Run 1, met1 routing:
Supply wires on this layer in grey.
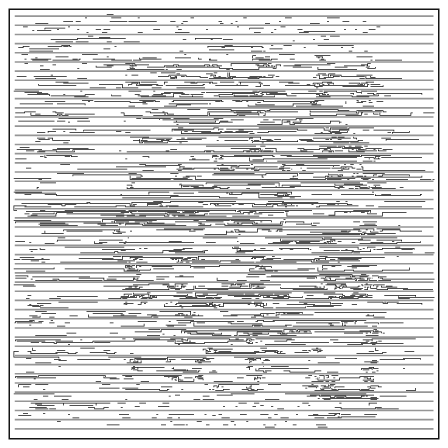
Run 1, signal wires on met2:
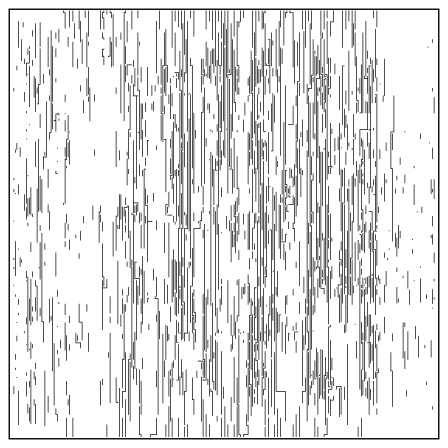
Run 1, M3 wires:
Scale bar: 50 um.
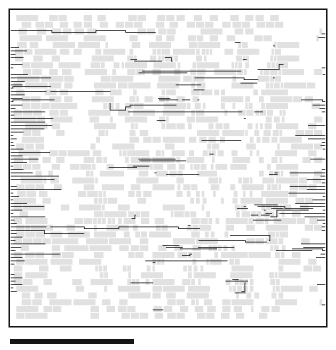
$ cat src/rtl/load_store_unit.sv
// Load/store unit in front of a word-wide MainMemory: byte/half/word access, read-modify-write for sub-word stores.
// Optional build macro LSU_MISALIGN_TRAP_EN: misaligned half/word requests complete immediately with err and no memory access.
module load_store_unit #(
  parameter int WORD_ADDR = 1,
  parameter int DW        = 32
) (
  input  logic          clock,
  input  logic          reset,
  input  logic          req,
  input  logic          we,
  input  logic [1:0]    size,
  input  logic          ld_signed,
  input  logic [31:0]   addr,
  input  logic [DW-1:0] wdata,
  output logic          busy,
  output logic          done,
  output logic [DW-1:0] rdata,
  output logic          err,
  output logic [31:0]   mem_addr,
  output logic          mem_write,
  output logic [DW-1:0] mem_wdata,
  input  logic [DW-1:0] mem_rdata
);

  typedef enum logic [1:0] {IDLE, READ, WRITE, DONE} state_t;

  state_t        state, state_next;
  logic [1:0]    lane_q;
  logic          we_q;
  logic [1:0]    size_q;
  logic          signed_q;
  logic [15:0]   wdata_q;
  logic          err_q;
  logic          misaligned;
  logic [31:0]   mapped_addr;
  logic [DW-1:0] shifted;
  logic [7:0]    byte_sel;
  logic [15:0]   half_sel;
  logic [DW-1:0] load_val;
  logic [DW-1:0] lane_mask;
  logic [DW-1:0] lane_data;
  logic [DW-1:0] merged;

`ifdef LSU_MISALIGN_TRAP_EN
  assign misaligned = ((size == 2'b01) && addr[0]) || (size[1] && (addr[1:0] != 2'b00));
`else
  assign misaligned = 1'b0;
`endif

  assign mapped_addr = (WORD_ADDR != 0) ? {2'b00, addr[31:2]} : {addr[31:2], 2'b00};

  assign busy      = (state != IDLE);
  assign done      = (state == DONE);
  assign err       = done & err_q;
  assign mem_write = (state == WRITE);

  always_comb begin
    state_next = state;
    case (state)
      IDLE: begin
        if (req) begin
          if (misaligned)           state_next = DONE;
          else if (we && size[1])   state_next = WRITE;
          else                      state_next = READ;
        end
      end
      READ:    state_next = we_q ? WRITE : DONE;
      WRITE:   state_next = DONE;
      DONE:    state_next = IDLE;
      default: state_next = IDLE;
    endcase
  end

  // Lane extraction for loads and lane replacement for the read-modify-write merge.
  always_comb begin
    shifted  = mem_rdata >> {lane_q, 3'b000};
    byte_sel = shifted[7:0];
    half_sel = lane_q[1] ? mem_rdata[31:16] : mem_rdata[15:0];
    case (size_q)
      2'b00:   load_val = {{24{signed_q & byte_sel[7]}}, byte_sel};
      2'b01:   load_val = {{16{signed_q & half_sel[15]}}, half_sel};
      default: load_val = mem_rdata;
    endcase
    if (size_q == 2'b00) begin
      lane_mask = 32'h0000_00FF << {lane_q, 3'b000};
      lane_data = {4{wdata_q[7:0]}};
    end else begin
      lane_mask = lane_q[1] ? 32'hFFFF_0000 : 32'h0000_FFFF;
      lane_data = {2{wdata_q}};
    end
    merged = (mem_rdata & ~lane_mask) | (lane_data & lane_mask);
  end

  always_ff @(posedge clock or posedge reset) begin
    if (reset) begin
      state     <= IDLE;
      lane_q    <= 2'b00;
      we_q      <= 1'b0;
      size_q    <= 2'b00;
      signed_q  <= 1'b0;
      wdata_q   <= '0;
      err_q     <= 1'b0;
      rdata     <= '0;
      mem_addr  <= '0;
      mem_wdata <= '0;
    end else begin
      state <= state_next;
      case (state)
        IDLE: begin
          if (req) begin
            lane_q   <= addr[1:0];
            we_q     <= we;
            size_q   <= size;
            signed_q <= ld_signed;
            wdata_q  <= wdata[15:0];
            err_q    <= misaligned;
            if (!misaligned) mem_addr <= mapped_addr;
            if (we && size[1]) mem_wdata <= wdata;
          end
        end
        READ: begin
          if (we_q) mem_wdata <= merged;
          else      rdata     <= load_val;
        end
        default: ;
      endcase
    end
  end

endmodule

$ cat config.mk
export PLATFORM = sky130hd
export DESIGN_NAME = load_store_unit
export DESIGN_NICKNAME = d
export VERILOG_FILES = /design/src/rtl/load_store_unit.sv
export SDC_FILE = /design/constraint.sdc
export NUM_CORES = 1
export LEC_CHECK = 0
export CAP_MARGIN = 40
export CELL_PAD_IN_SITES_DETAIL_PLACEMENT = 0
export CELL_PAD_IN_SITES_GLOBAL_PLACEMENT = 1
export CORE_UTILIZATION = 38
export CTS_BUF_LIST = sky130_fd_sc_hd__clkbuf_4 sky130_fd_sc_hd__clkbuf_8
export DETAILED_ROUTE_END_ITERATION = 7
export PLACE_DENSITY_LB_ADDON = 0.1
export SLEW_MARGIN = 20
export SYNTH_ARGS = -nofsm -noshare
export SYNTH_HDL_FRONTEND = slang
export SYNTH_SLANG_ARGS = --single-unit
$ cat constraint.sdc
create_clock -name clock -period 5.2 [get_ports clock]
set_input_delay 0.52 -clock clock [delete_from_list [all_inputs] [get_ports clock]]
set_output_delay 0.52 -clock clock [all_outputs]
set_load 0.05 [all_outputs]
==> summary.txt, run 1 <==
On the backend side, the flow ran end to end.

The flow ran to the end, and the final reports show no timing, DRC or antenna violations. The delay of the slowest cell on the worst path stands at 0.47 ns. The vertical die size stands at 127 um. The report lists the number of standard-cell rows as 45.

The die is 127 um wide. CTS reports a maximum clock tree buffer depth of 2. The commonest cells after synthesis are sky130_fd_sc_hd__dfrtp_1 (118), sky130_fd_sc_hd__nand2_1 (72), sky130_fd_sc_hd__mux2_2 (55), sky130_fd_sc_hd__o21ai_0 (52), sky130_fd_sc_hd__clkbuf_1 (30). The switching share of power stands at 49.1%. The critical path in the final layout is reported with a setup slack of 2.31 ns. Together, buffers and inverters on the worst path number 4. Walking the worst path, the cells encountered are inv_1, ha_1, buf_16, nor2b_2, buf_4, a211oi_4, buf_4, nand2_1, o211ai_1. The combinational share of power stands at 60.1%. The maximum number of pins on one net before global-route repair stands at 50. STA classifies the critical path startpoint as a flop.

The critical path endpoint has a required time of 5.56 ns. In the final layout, flip-flops and latches occupy 0.00295 sq mm. The logs give a warning total of 29. The tally of max-capacitance violations stands at 0. The final timing summary puts the cycle share of the worst path at 55.7%.

The multiplexer area fraction after synthesis stands at 14.7%. The main area contributors are sky130_fd_sc_hd__dfrtp_1 (50%), sky130_fd_sc_hd__mux2_2 (10%), sky130_fd_sc_hd__nand2_1 (4.6%). Counting every sink on the clock net gives 118. According to the hold report, the worst path is of the primary input to asynchronous set/reset pin type.

The sequential element share of the synthesized area stands at 49.8%. Grouping stages by cell kind, the critical path spends the most delay in buffers and inverters. The worst setup path is of the flop to flop kind. The first-pass iteration count of the detailed router stands at 5. The clock input transition at the sequential cells of the worst setup and hold paths stands at 0.08 ns. The synthesized flop and latch total stands at 118. The overall die size recorded for this design is 0.0161 sq mm. The flow reports that sequential cells draw 25.6% of the design power. The number of filler instances in the final layout stands at 1,339. The number of nets with antenna violations after detailed routing stands at 0. In this run, the synthesized area fraction spent on and/or/nand/nor cells is recorded as 10.5%. Per the synthesis report, the single largest cell type by area occupies 49.8% of cell area. The achievable frequency stands at 346 MHz. The initial cell density of the core stands at 39.0%. The final number of max-transition violations stands at 0. Of all flip-flops after synthesis, the portion carrying an async set or reset was 100%. The multi-input combinational cells in the finished layout cover a total of 0.00274 sq mm. The chip area line in the Yosys stat output reads 0.00593 sq mm. The cell total in the yosys stat output stands at 568.

The detailed router finished its first iteration with 431 violations. Per the post-place timing report, worst setup slack is 2.34 ns. Per the gpl log, the routability congestion estimate is 0.828. The H-tree was split into 4 levels.

The areal power density over the cells stands at 807 mW/mm^2. The leakage power figure stands at 3.66 nW. Per the timing report, the biggest fanout along the worst path comes to 33.

The clock latency reported for the late side of the worst-skew pair stands at 0.45 ns. Of the combinational cells, the family taking the most area is AND-OR/OR-AND gates. The finished design was reported to have a net count of 860.

For this run, the detailed router reports a per-instance via density of 5.43. The most common logic cell in the final layout is sky130_fd_sc_hd__clkdlybuf4s50_1. Summed over all failing endpoints, the final setup total negative slack is 0 ns. STA classifies the critical path endpoint as a flop. The OpenROAD report gives the critical path a data arrival time of 3.25 ns. Hold repair after CTS inserted 0 buffers. The number of antenna violations at the first check in global routing was 0. Per the run report, area growth between synthesis and finish was 44.4%.

Setup repair after global routing left no endpoint under its margin. The repair_antennas step left the layout with diodes totalling 0. The slowest stage of the critical path belongs to the cell sky130_fd_sc_hd__nand2_1. Ranking logic cells in the layout by count gives the top entries sky130_fd_sc_hd__clkdlybuf4s50_1 (199), sky130_fd_sc_hd__dfrtp_1 (118), sky130_fd_sc_hd__nand2_1 (71). Clock tree synthesis selected as its root buffer the cell sky130_fd_sc_hd__clkbuf_8. The clock network fraction of total power stands at 14.4%. The first global-routing pass estimated 29,300 um of wire. The net switching power in the latest report is 3.39 mW. The final hold slack stands at 0.413 ns.

In this run, the synthesized area fraction spent on AND-OR/OR-AND gates is recorded as 19.8%. TritonCTS built the clock tree. Looking at the VDD voltage map, the peak drop is 0.000422 V. Among all flip-flop cells after synthesis, the most frequent one is sky130_fd_sc_hd__dfrtp_1. The number of ports placed on the die boundary stands at 203. A synthesized cell averages 10.4 sq um. Internal power comes to 3.52 mW. The placed instances occupy a cell area of 0.00810 sq mm.

The worst slew margin relative to its limit stands at 42.2%. The overflow left after global routing stands at 0. At the end of the flow the core is filled with cells to 56.3%.

The post-synthesis instance total stands at 568. The routed layout reports a DRC error count of 0. In the final report, the number of endpoints failing setup comes to 0.
Notes on 'met1 routing' above:
longest straight run	43.7 um
share of all routed wire	44%
detailed-route via count: 5,178
global-route track usage on met1: 31.9%
routed wire length: 18,800 um

Notes on 'signal wires on met2' above:
nets with wire on the layer	738
share of all routed wire	47%
wire length on this layer	8,810 um
routing usage on met2: 37.5%

Notes on 'M3 wires' above:
share of all routed wire	7.6%
longest straight run	45.5 um
wire length on this layer	1,420 um
main direction	horizontal

## run 1: cells by family (layout without fill, tap and decap cells)
kind of cell,after synthesis,after routing
other cells,1,3
mux,79,79
buf+inv,56,252
flops,118,118
simple gates,134,134
fa+ha+maj,4,4
compound gates,176,176
## run 1: area by class of cell
type                    count  share of cell area [%]
flip-flops and latches    118                    34.5
multi-input cells         396                    32.0
repair buffers            212                    25.0
clock buffers              20                    3.14
well taps                 188                    2.75
clock inverters            12                    2.32
inverters                   8                   0.380
## run 1: registers in the layout, summed over array words and instances, names as in the netlist
signal and cells:
mem_wdata 32, size_q 2, we_q 1, lane_q 2, mem_addr 30, wdata_q 16, state 2, rdata 32
signed_q 1
## run 1: power by group through the flow
stage / Sequential [mW] / Combinational [mW] / Clock (mW)
floorplan: 2.93 / 1.64 / 0
global placement: 1.76 / 4.04 / 0
detailed placement: 1.78 / 4.15 / 0
CTS: 1.77 / 4.16 / 1.01
global route: 1.83 / 4.41 / 1.06
finish: 1.77 / 4.15 / 0.994
## run 1: worst paths after layout
kind                            slack [ns]     start  cells after the start             to
min in group clock                    0.48  rdata[2]                      2       rdata[2]
worst min register to register        0.48  rdata[2]                      2       rdata[2]
worst min-delay path                  0.41     reset                      2  mem_wdata[11]
max in group asynchronous             3.58     reset                      4       rdata[9]
worst max-delay path                  2.31  state[1]                      9  mem_wdata[18]
worst max register to register        2.31  state[1]                      9  mem_wdata[18]
## run 1: layer usage
metal | vias to the layer above | share of wire [%] | GRT usage (%)
met1 | 2513 | 44 | 31.9
met5 | - | 0 | 0
met4 | 0 | 1.5 | 7.98
li1 | 2414 | - | -
met2 | 231 | 47 | 37.5
met3 | 20 | 7.6 | 7.80
Run 1, signal wires on met4:
Supply wires on this layer in grey.
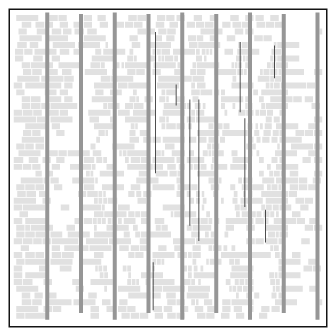

==> inputs of run 2 (changes only) <==
- CORE_UTILIZATION: 38 -> 36
- clock period: 5.2 -> 2.9 ns (I/O delays scaled with it)
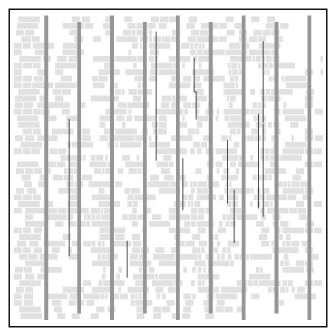
Run 2: signal wires on met4
Supply wires on this layer in grey.
nets with wire on the layer	8
wire length on this layer	329 um
main direction	vertical
share of all routed wire	1.8%
longest straight run	56.4 um
routed wire length: 18,900 um
detailed-route via count: 5,242

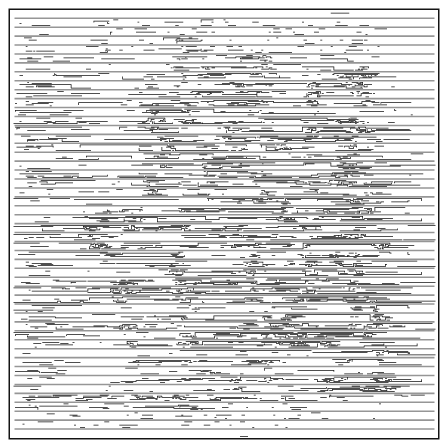
Run 2: met1 routing
Supply wires on this layer in grey.
main direction	horizontal
wire length on this layer	8,280 um
global-route track usage on met1: 30.3%

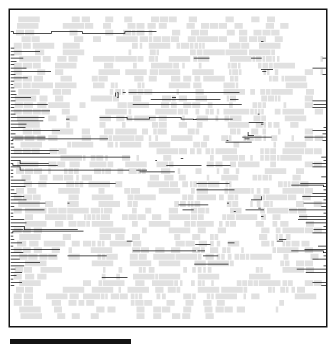
Run 2: M3 wires
Scale bar: 50 um.
longest straight run	49.0 um
wire length on this layer	1,370 um
nets with wire on the layer	149

==> run 2 against run 1 <==
Against the previous run: design area grew 0.20%; combinational power increased by about 80%; global-route usage shrank 1.3 points; via count is 1.2% higher; first-iteration DRC count fell by 25%; largest cell class unchanged; highest routed layer unchanged.
==> summary.txt, run 2 <==
On the backend side, the flow ran end to end.

The final layout contains 869 nets. Max fanout on the critical path was recorded as 7. For this run, the slowest stage of the critical path takes 0.80 ns. In the final report, the number of endpoints failing setup comes to 0. The routed design uses 8890 um of met2 wire. After synthesis, the cell types taking the most area are sky130_fd_sc_hd__dfrtp_1 (50%), sky130_fd_sc_hd__mux2_2 (10%), sky130_fd_sc_hd__nand2_1 (4.6%). The largest registers in the layout are mem_wdata: 32 flops, rdata: 32 flops, mem_addr: 30 flops. According to the floorplan report, the die width is 130 um. In this run, synthesis produced a sequential element count of 118.

According to the report, the first pass of detailed routing completed in 6 iterations. The number of cells traversed by the worst register-to-register path stands at 4. From synthesis to final layout, the design area changed by 44.7%. The OpenROAD report gives the critical path a data arrival time of 2.14 ns. Looking at the reg2reg group, the worst path ends at mem_wdata[3]. Per the summary, power density relative to cell area is 1410 mW/mm^2.

The synthesis area per yosys stands at 0.00593 sq mm. The achievable frequency stands at 412 MHz. TritonCTS built the clock tree.

The first global-routing pass estimated 28,800 um of wire. Dividing the final minimum period by the clock period gives 83.8%. The worst path setup slack after routing stands at 0.471 ns. The overflow left after global routing stands at 0. The met2 usage stands at 36.0%. Broken down by cell family, the worst path's largest delay share belongs to buffers and inverters. Headroom to the max-slew limit came out at 48.6%. The sum of negative setup slack stands at 0 ns. Signal nets in the final route climb as high as met4.

The cell total in the yosys stat output stands at 568. Of the post-synthesis cell area, the dominant cell type holds 49.8%. The number of hold buffers added after CTS stands at 0.

Sorting the synthesized cells by how often they occur yields sky130_fd_sc_hd__dfrtp_1 (118), sky130_fd_sc_hd__nand2_1 (72), sky130_fd_sc_hd__mux2_2 (55), sky130_fd_sc_hd__o21ai_0 (52), sky130_fd_sc_hd__clkbuf_1 (30). The met3 wire length stands at 1370 um. The proportion of register bits with asynchronous set or reset after synthesis stands at 100%. Setup repair after global routing left no endpoint under its margin. Max-slew check failures listed in the final report amount to 0. Per the CTS log, the root buffer master is sky130_fd_sc_hd__clkbuf_8. The global routing report lists met3 layer usage as 6.52%.

After floorplanning, the die was sized to cover 0.0170 sq mm. The setup path with the least slack is of type flop to primary output. The H-tree was split into 4 levels. For this block, wires on met1 add up to 8280 um. The clock input transition at the sequential cells of the worst setup and hold paths stands at 0.07 ns. Per the gpl log, the routability congestion estimate is 0.884. The flow ran to the end, and the final reports show no timing, DRC or antenna violations.

The post-synthesis instance total stands at 568. The tightest min-delay check is of the primary input to asynchronous set/reset pin type. The number of placement rows stands at 46. As reported, the later end of the worst-skew pair has a clock insertion delay of 0.44 ns. The synthesis report names the predominant flop master as sky130_fd_sc_hd__dfrtp_1.

The antenna cell count stands at 0. For the worst reg-to-reg path, the startpoint reported by OpenROAD is size_q[1]. STA classifies the critical path startpoint as a flop. The leakage power figure stands at 3.65 nW. The run reported a max-capacitance violation count of 0. The detailed-route DRC error count stands at 0.

According to the I/O placement log, the pin count is 203. The clock passes through at most 2 buffers. The maximum vdd ir drop stands at 0.000782 V. The OpenROAD report gives the critical path a required time of 2.61 ns. In the layout the commonest cells are sky130_fd_sc_hd__clkdlybuf4s50_1 (199), sky130_fd_sc_hd__dfrtp_1 (118), sky130_fd_sc_hd__nand2_1 (71). The per-cell via count in the routed design stands at 5.29. For flop-to-flop paths, the worst setup slack is 0.58 ns.

met2 is the most crowded layer. The number of violations reported at the end of detailed-routing iteration 0 stands at 322. The largest individual stage delay along the critical path comes from the cell sky130_fd_sc_hd__clkdlybuf4s50_1. The number of nets with antenna violations after detailed routing stands at 0. Per the cell usage report, the commonest logic cell in the layout is sky130_fd_sc_hd__clkdlybuf4s50_1.
run 2: final cells by class:
type	instances	area [sq um]
Clock buffer	19	262
Clock inverter	13	131
Fill cell	1477	7420
Inverter	8	33.8
Multi-Input combinational cell	396	2740
Sequential cell	118	2950
Tap cell	216	270
Timing Repair Buffer	221	2190
run 2: cells by family after synthesis:
kind of cell             after synthesis  synth area share [%]
adder cells (fa/ha/maj)                4                 0.844
other                                  1                0.0632
flip-flops                           118                  49.8
AND-OR/OR-AND                        176                  19.8
multiplexers                          79                  14.7
buffers and inverters                 56                  4.28
AND/OR/NAND/NOR                      134                  10.5
run 2: worst max path at each step:
stage / from / end / slack (ns) / cells past startpoint
4_1_cts: state[1] / busy / 0.44 / 4
2_1_floorplan: state[1] / mem_wdata[16] / 1.06 / 9
5_1_grt: state[1] / busy / 0.37 / 4
3_3_place_gp: mem_rdata[23] / rdata[30] / 0.54 / 6
3_5_place_dp: mem_rdata[23] / rdata[28] / 0.48 / 6
6_report: state[1] / busy / 0.47 / 4
run 2: per-stage QoR:
step           utilization [%]  cells  cell area [sq um]
2_1_floorplan                -    570               5940
3_3_place_gp              51.0    958               8170
3_5_place_dp              51.2    959               8190
4_1_cts                   53.6    991               8580
5_1_grt                   53.6    991               8580
6_report                  53.6    991               8580
run 2: worst register-to-register path, cell delays in order (launching register included):
cell                       delay [ns]
sky130_fd_sc_hd__dfrtp_1         0.57
sky130_fd_sc_hd__clkinv_1        0.52
sky130_fd_sc_hd__a21oi_2         0.70
sky130_fd_sc_hd__mux2i_1         0.28
sky130_fd_sc_hd__o211ai_1        0.11
run 2: where the power goes:
group | internal [mW] | total, mW | leakage [nW] | switching [mW]
Sequential | 2.51 | 3.14 | 1.41 | 0.625
Clock | 0.800 | 1.49 | 0.189 | 0.691
Combinational | 2.74 | 7.47 | 2.05 | 4.74
Power and IR drop assume default switching activity.
